[src/rtl/el_t_pkg.sv]
// Shared definitions for the replicating register bank: scrub FSM encoding,
// a constant log2 helper and the default scrub period.
package el_t_pkg;

  typedef enum logic [1:0] {
    ST_IDLE   = 2'd0,
    ST_CHECK  = 2'd1,
    ST_REPAIR = 2'd2
  } scrub_state_t;

  localparam int SCRUB_PERIOD_DEF = 256;

  // Ceiling log2 with a floor of 1 so a width derived from it is never zero.
  function automatic int el_t_log2(input int n);
    int r;
    r = 1;
    while ((1 << r) < n) r++;
    return r;
  endfunction

endpackage

[src/rtl/el_t_maj.sv]
// Purely combinational bitwise majority over IN_NUM replicas of DATA_W bits.
module el_t_maj #(
  parameter int IN_NUM = 3,
  parameter int DATA_W = 8
) (
  input  logic [IN_NUM*DATA_W-1:0] bus,
  output logic [DATA_W-1:0]        maj
);

  localparam int THRESH = (IN_NUM + 1) / 2;

  function automatic logic vote_bit(input logic [IN_NUM-1:0] v);
    int ones;
    ones = 0;
    for (int r = 0; r < IN_NUM; r++) ones += int'(v[r]);
    return ones >= THRESH;
  endfunction

  for (genvar gi = 0; gi < DATA_W; gi++) begin : g_bit
    logic [IN_NUM-1:0] col;
    for (genvar gr = 0; gr < IN_NUM; gr++) begin : g_col
      assign col[gr] = bus[gr*DATA_W + gi];
    end
    assign maj[gi] = vote_bit(col);
  end

endmodule

[src/rtl/el_t_rep.sv]
// Replicating register bank with periodic majority scrub and repair counting.
// Optional fault-injection ports are enabled by defining EL_T_FAULT_INJ_EN.
module el_t_rep
  import el_t_pkg::*;
#(
  parameter int IN_NUM       = 3,
  parameter int DATA_W       = 8,
  parameter int SCRUB_PERIOD = SCRUB_PERIOD_DEF,
  parameter int CNT_W        = 16
) (
  input  logic                            clk,
  input  logic                            rst,
  input  logic                            in_valid,
  input  logic [DATA_W-1:0]               in,
`ifdef EL_T_FAULT_INJ_EN
  input  logic                            inj_stb,
  input  logic [el_t_log2(IN_NUM)-1:0]    inj_sel,
  input  logic [DATA_W-1:0]               inj_mask,
`endif
  output logic [IN_NUM*DATA_W-1:0]        out,
  output logic [DATA_W-1:0]               voted,
  output logic                            scrub_busy,
  output logic                            fault,
  output logic [CNT_W-1:0]                fault_cnt
);

  localparam int SEL_W = el_t_log2(IN_NUM);
  localparam int TMR_W = el_t_log2(SCRUB_PERIOD);
  localparam logic [TMR_W-1:0] TMR_LAST = TMR_W'(SCRUB_PERIOD - 1);
  localparam logic [CNT_W-1:0] CNT_MAX  = {CNT_W{1'b1}};

  scrub_state_t        state_reg, state_next;
  logic [TMR_W-1:0]    timer_reg;
  logic [IN_NUM-1:0]   dirty_reg, dirty_next;
  logic [DATA_W-1:0]   voted_reg, maj_w;
  logic [DATA_W-1:0]   rep_reg [IN_NUM];
  logic [CNT_W-1:0]    fault_cnt_reg;
  logic [IN_NUM-1:0]   inj_hit;
  logic [DATA_W-1:0]   inj_mask_w;
  logic                inj_act;
  logic                repair_go;
  logic [31:0]         dirty_pop;
  logic [31:0]         cnt_sum;

`ifdef EL_T_FAULT_INJ_EN
  assign inj_act    = inj_stb;
  assign inj_mask_w = inj_mask;
  for (genvar gi = 0; gi < IN_NUM; gi++) begin : g_inj
    // Out-of-range selects never match any replica and are dropped.
    assign inj_hit[gi] = inj_stb && (inj_sel == SEL_W'(gi));
  end
`else
  assign inj_act    = 1'b0;
  assign inj_mask_w = '0;
  assign inj_hit    = '0;
`endif

  el_t_maj #(.IN_NUM(IN_NUM), .DATA_W(DATA_W)) u_maj (
    .bus (out),
    .maj (maj_w)
  );

  always_ff @(posedge clk) begin
    if (rst) state_reg <= ST_IDLE;
    else     state_reg <= state_next;
  end

  always_comb begin
    dirty_next = '0;
    for (int r = 0; r < IN_NUM; r++) dirty_next[r] = (rep_reg[r] != voted_reg);
  end

  always_comb begin
    state_next = state_reg;
    if (in_valid) begin
      state_next = ST_IDLE;
    end else begin
      case (state_reg)
        ST_IDLE:   if (timer_reg == TMR_LAST) state_next = ST_CHECK;
        ST_CHECK:  state_next = (dirty_next != '0) ? ST_REPAIR : ST_IDLE;
        ST_REPAIR: state_next = ST_IDLE;
        default:   state_next = ST_IDLE;
      endcase
    end
  end

  // A load or an injection in the REPAIR cycle cancels the repair entirely.
  always_comb begin
    scrub_busy = (state_reg != ST_IDLE);
    repair_go  = (state_reg == ST_REPAIR) && !in_valid && !inj_act;
    fault      = repair_go;
  end

  always_ff @(posedge clk) begin
    if (rst || in_valid || state_reg != ST_IDLE || timer_reg == TMR_LAST)
      timer_reg <= '0;
    else
      timer_reg <= timer_reg + 1'b1;
  end

  always_ff @(posedge clk) begin
    if (rst) begin
      dirty_reg <= '0;
      voted_reg <= '0;
    end else begin
      voted_reg <= maj_w;
      if (state_reg == ST_CHECK) dirty_reg <= dirty_next;
    end
  end

  always_comb begin
    dirty_pop = '0;
    for (int r = 0; r < IN_NUM; r++) dirty_pop += 32'(dirty_reg[r]);
    cnt_sum = 32'(fault_cnt_reg) + dirty_pop;
  end

  always_ff @(posedge clk) begin
    if (rst)
      fault_cnt_reg <= '0;
    else if (repair_go)
      fault_cnt_reg <= (cnt_sum > 32'(CNT_MAX)) ? CNT_MAX : cnt_sum[CNT_W-1:0];
  end

  for (genvar gi = 0; gi < IN_NUM; gi++) begin : g_rep
    always_ff @(posedge clk) begin
      if (rst)
        rep_reg[gi] <= '0;
      else if (in_valid)
        rep_reg[gi] <= in;
      else if (inj_hit[gi])
        rep_reg[gi] <= rep_reg[gi] ^ inj_mask_w;
      else if (repair_go && dirty_reg[gi])
        rep_reg[gi] <= voted_reg;
    end
    assign out[gi*DATA_W +: DATA_W] = rep_reg[gi];
  end

  assign voted     = voted_reg;
  assign fault_cnt = fault_cnt_reg;

endmodule

[config.mk]
export PLATFORM = sky130hd
export DESIGN_NAME = el_t_rep
export DESIGN_NICKNAME = d
export VERILOG_FILES = /design/src/rtl/el_t_pkg.sv /design/src/rtl/el_t_maj.sv /design/src/rtl/el_t_rep.sv
export SDC_FILE = /design/constraint.sdc
export NUM_CORES = 1
export LEC_CHECK = 0
export CAP_MARGIN = 20
export CORE_MARGIN = 4
export CORE_UTILIZATION = 51
export CTS_CLUSTER_SIZE = 10
export DETAILED_ROUTE_END_ITERATION = 10
export PLACE_DENSITY_LB_ADDON = 0.08
export SLEW_MARGIN = 20
export SYNTH_ARGS = -nofsm -noshare
export SYNTH_HDL_FRONTEND = slang
export SYNTH_HIERARCHICAL = 1
export SYNTH_SLANG_ARGS = --single-unit
[constraint.sdc]
create_clock -name clk -period 3.2 [get_ports clk]
set_input_delay 0.96 -clock clk [delete_from_list [all_inputs] [get_ports clk]]
set_output_delay 0.96 -clock clk [all_outputs]
set_load 0.01 [all_outputs]
### Signal wires on met1

Scale bar: 20 µm. Supply wires on this layer in grey. Cells faint in the background.
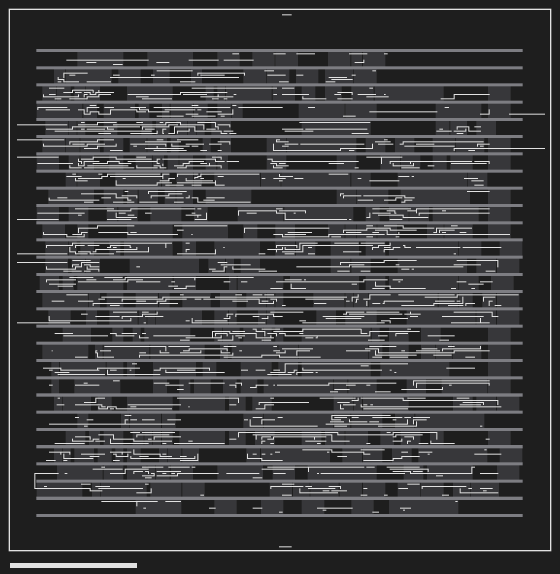
The layer holds 44% of the routed length. The longest straight run is 22.1 µm. The wires run mostly horizontal.

### Cell sizes after repair

Scale bar: 20 µm.
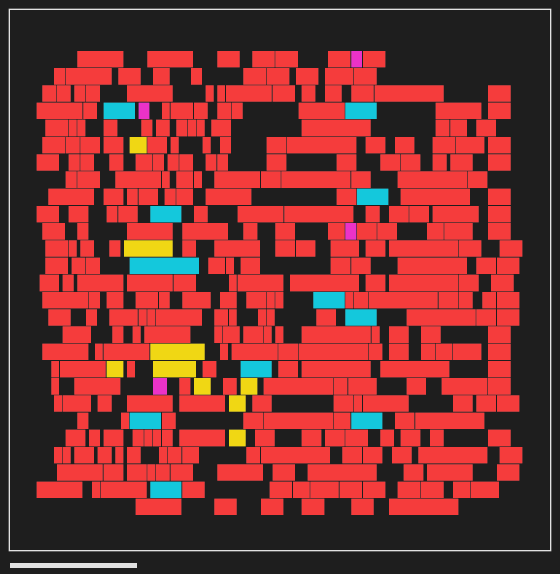
Magenta is _2 cells, cells 4, most used clkinv_2. Yellow is _3 and _4 cells, cells 9, most used buf_4. Red is _0 and _1 cells, cells 328, most used clkdlybuf4s50_1. Cyan is _6 and larger, cells 11, most used clkbuf_8.

==> notes.md <==
run results: Latency at later pin 350 ps, Critical Path Sink Type output pin, CP Data Arrival Time 1830 ps, crit start category input port, Worst path top cell family by delay buffers and inverters, CP required 2240 ps, logic area 0.00148 mm², WL/cell 16.2 µm, fp_density 54.0%, H-tree lvl count 3, leakage power 1.44 nW, std cell rows 27, FILL cells 441, clock skew 7.90 ps, Nets at Floorplan 315, slowest stage delay, CP 470 ps, Vias 2385, Ports 61, clock-pin slew on the worst setup and hold paths 60 ps, PwrDens 458 mW/mm², first-pass GRT wire length 11100 µm, TritonCTS Buffers 9, Yosys Instances 291, post-synthesis cell area 0.00305 mm², full die area 0.00727 mm², Max IR drop VDD 292 µV, CP Class in -> out, Cell Type Count 41, slowest CP cell clkdlybuf4s50_1, fmax 0.359 GHz, grt ovf 0, Cells after Synth 291, share of cells above drive strength 1 6.82%, headroom to the max-slew limit 71.0%, clock tree buffer depth 2, drt total wl 6860 µm, Critical Path Fanout Max 2, status completed, ys flop type dfxtp_1, Synthesis Warnings 6, vertical die size 85.3 µm, post-DR vias/cell 5.63, most frequent cells in the layout 59 x clkdlybuf4s50_1, 37 x dfxtp_1, 26 x xnor2_1, critical path buffer and inverter count 2, CTS root buf clkbuf_8, largest net degree at the start of global routing 25, gr usage total 19.6%, unrepaired setup endpoints after global routing no, cell type with the largest total area dfxtp_1, Layout Cells excl Fill 424, clk sinks 61, Max Slew Vio Count 0, chip width 85.3 µm, setup bufs post-CTS 0, Area leader share 24.3%, DP Cell Count 408, Final nets 371, worst min-delay path category reg -> reg, Post-Syn Area per Cell 10.5 µm², ant diodes 0, top post-synthesis cells by area dfxtp_1 24%, edfxtp_1 24%, xnor2_1 7.5%, Final Util 68.9%, Placer Congestion 0.777
### Zoomed window

Scale bar: 10 µm. Region (23, 6) to (63, 46) µm. Cells in grey, sequential cells in the stronger grey; small squares are vias.
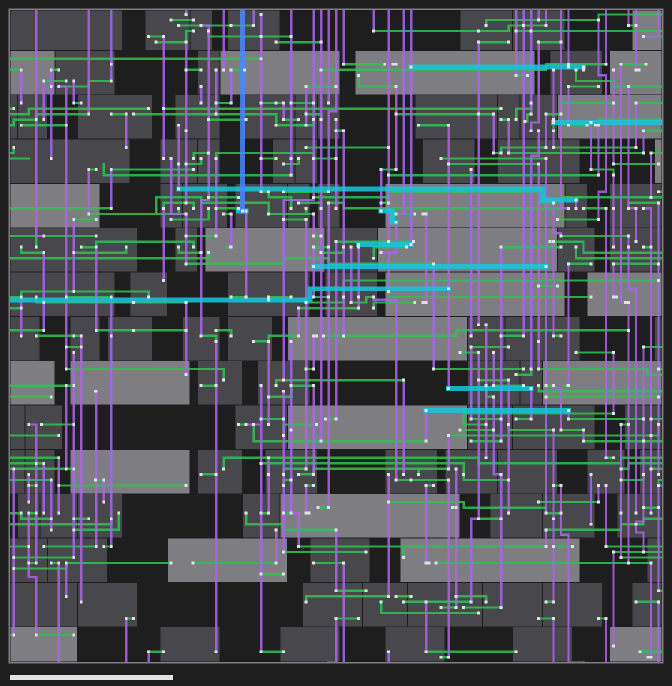
Cyan is metal 3. Green is metal 1. Purple is metal 2. Blue is metal 4.
103 logic cells have their middle in the window. Netlist names of flops here include `rep_reg` (9), `dirty_reg` (2), `state_reg` (2). Most frequent: a22o_1 (11), clkdlybuf4s50_1 (11), edfxtp_1 (9). Sequential cells in the window: 17.

## cell usage after synthesis (8+ instances only)
master    instances
nand4_1          11
ha_1             11
xor2_1            8
a21o_1            9
dfxtp_1          37
a21oi_1           8
nor2_1           15
nand2_1          20
nor2b_1          10
clkbuf_1         17
a22o_1           24
edfxtp_1         24
xnor2_1          26
## metrics by stage
stage	worst slack [ps]	total power [W]	hold WS (ps)	instance area, µm²	setup TNS, ps
finish	411	0.00178	464	3890	0
global route	337	0.00185	511	3890	0
CTS	2.51	0.00179	464	3890	0
detailed placement	15.1	0.00112	449	3700	0
global placement	-2.49	0.00112	444	3700	-2.49
floorplan	676	0.00101	426	3050	0
## cell type report
class | instances | share of cell area, %
clock inverters | 6 | 1.35
flip-flops and latches | 61 | 37.6
well taps | 72 | 2.32
clock buffers | 10 | 3.54
inverters | 6 | 0.579
multi-input cells | 203 | 38.0
repair buffers | 66 | 16.7
## kinds of logic after synthesis
logic type / synth area share, %
XOR/XNOR: 9.78
adder cells (fa/ha/maj): 5.83
multiplexers: 0.329
flip-flops: 48.0
AND-OR/OR-AND: 15.2
AND/OR/NAND/NOR: 17.3
buffers and inverters: 3.53
## metal layers
metal  vias up  routed length, µm  global-route usage [%]
met5         -                  0                       0
met4         0                110                    9.35
met3         8                418                    5.92
met2        70               3330                    31.9
met1      1140               3000                    23.6
li1       1167                  -                       -
## worst paths after layout
path / from / endpoint / cells after the start
setup reg to reg: fault_cnt[0] / fault_cnt[9] / 8
hold / removal: timer_reg[0] / timer_reg[0] / 1
hold reg to reg: timer_reg[0] / timer_reg[0] / 1
setup / recovery: in_valid / fault / 3
## report_power, final
group	internal [W]	switching [W]	leakage, nW
combinational	0.000127	0.0000898	0.784
sequential	0.000844	0.0000444	0.557
clock	0.000371	0.000303	0.101
Power is estimated from default activity; no workload was simulated.
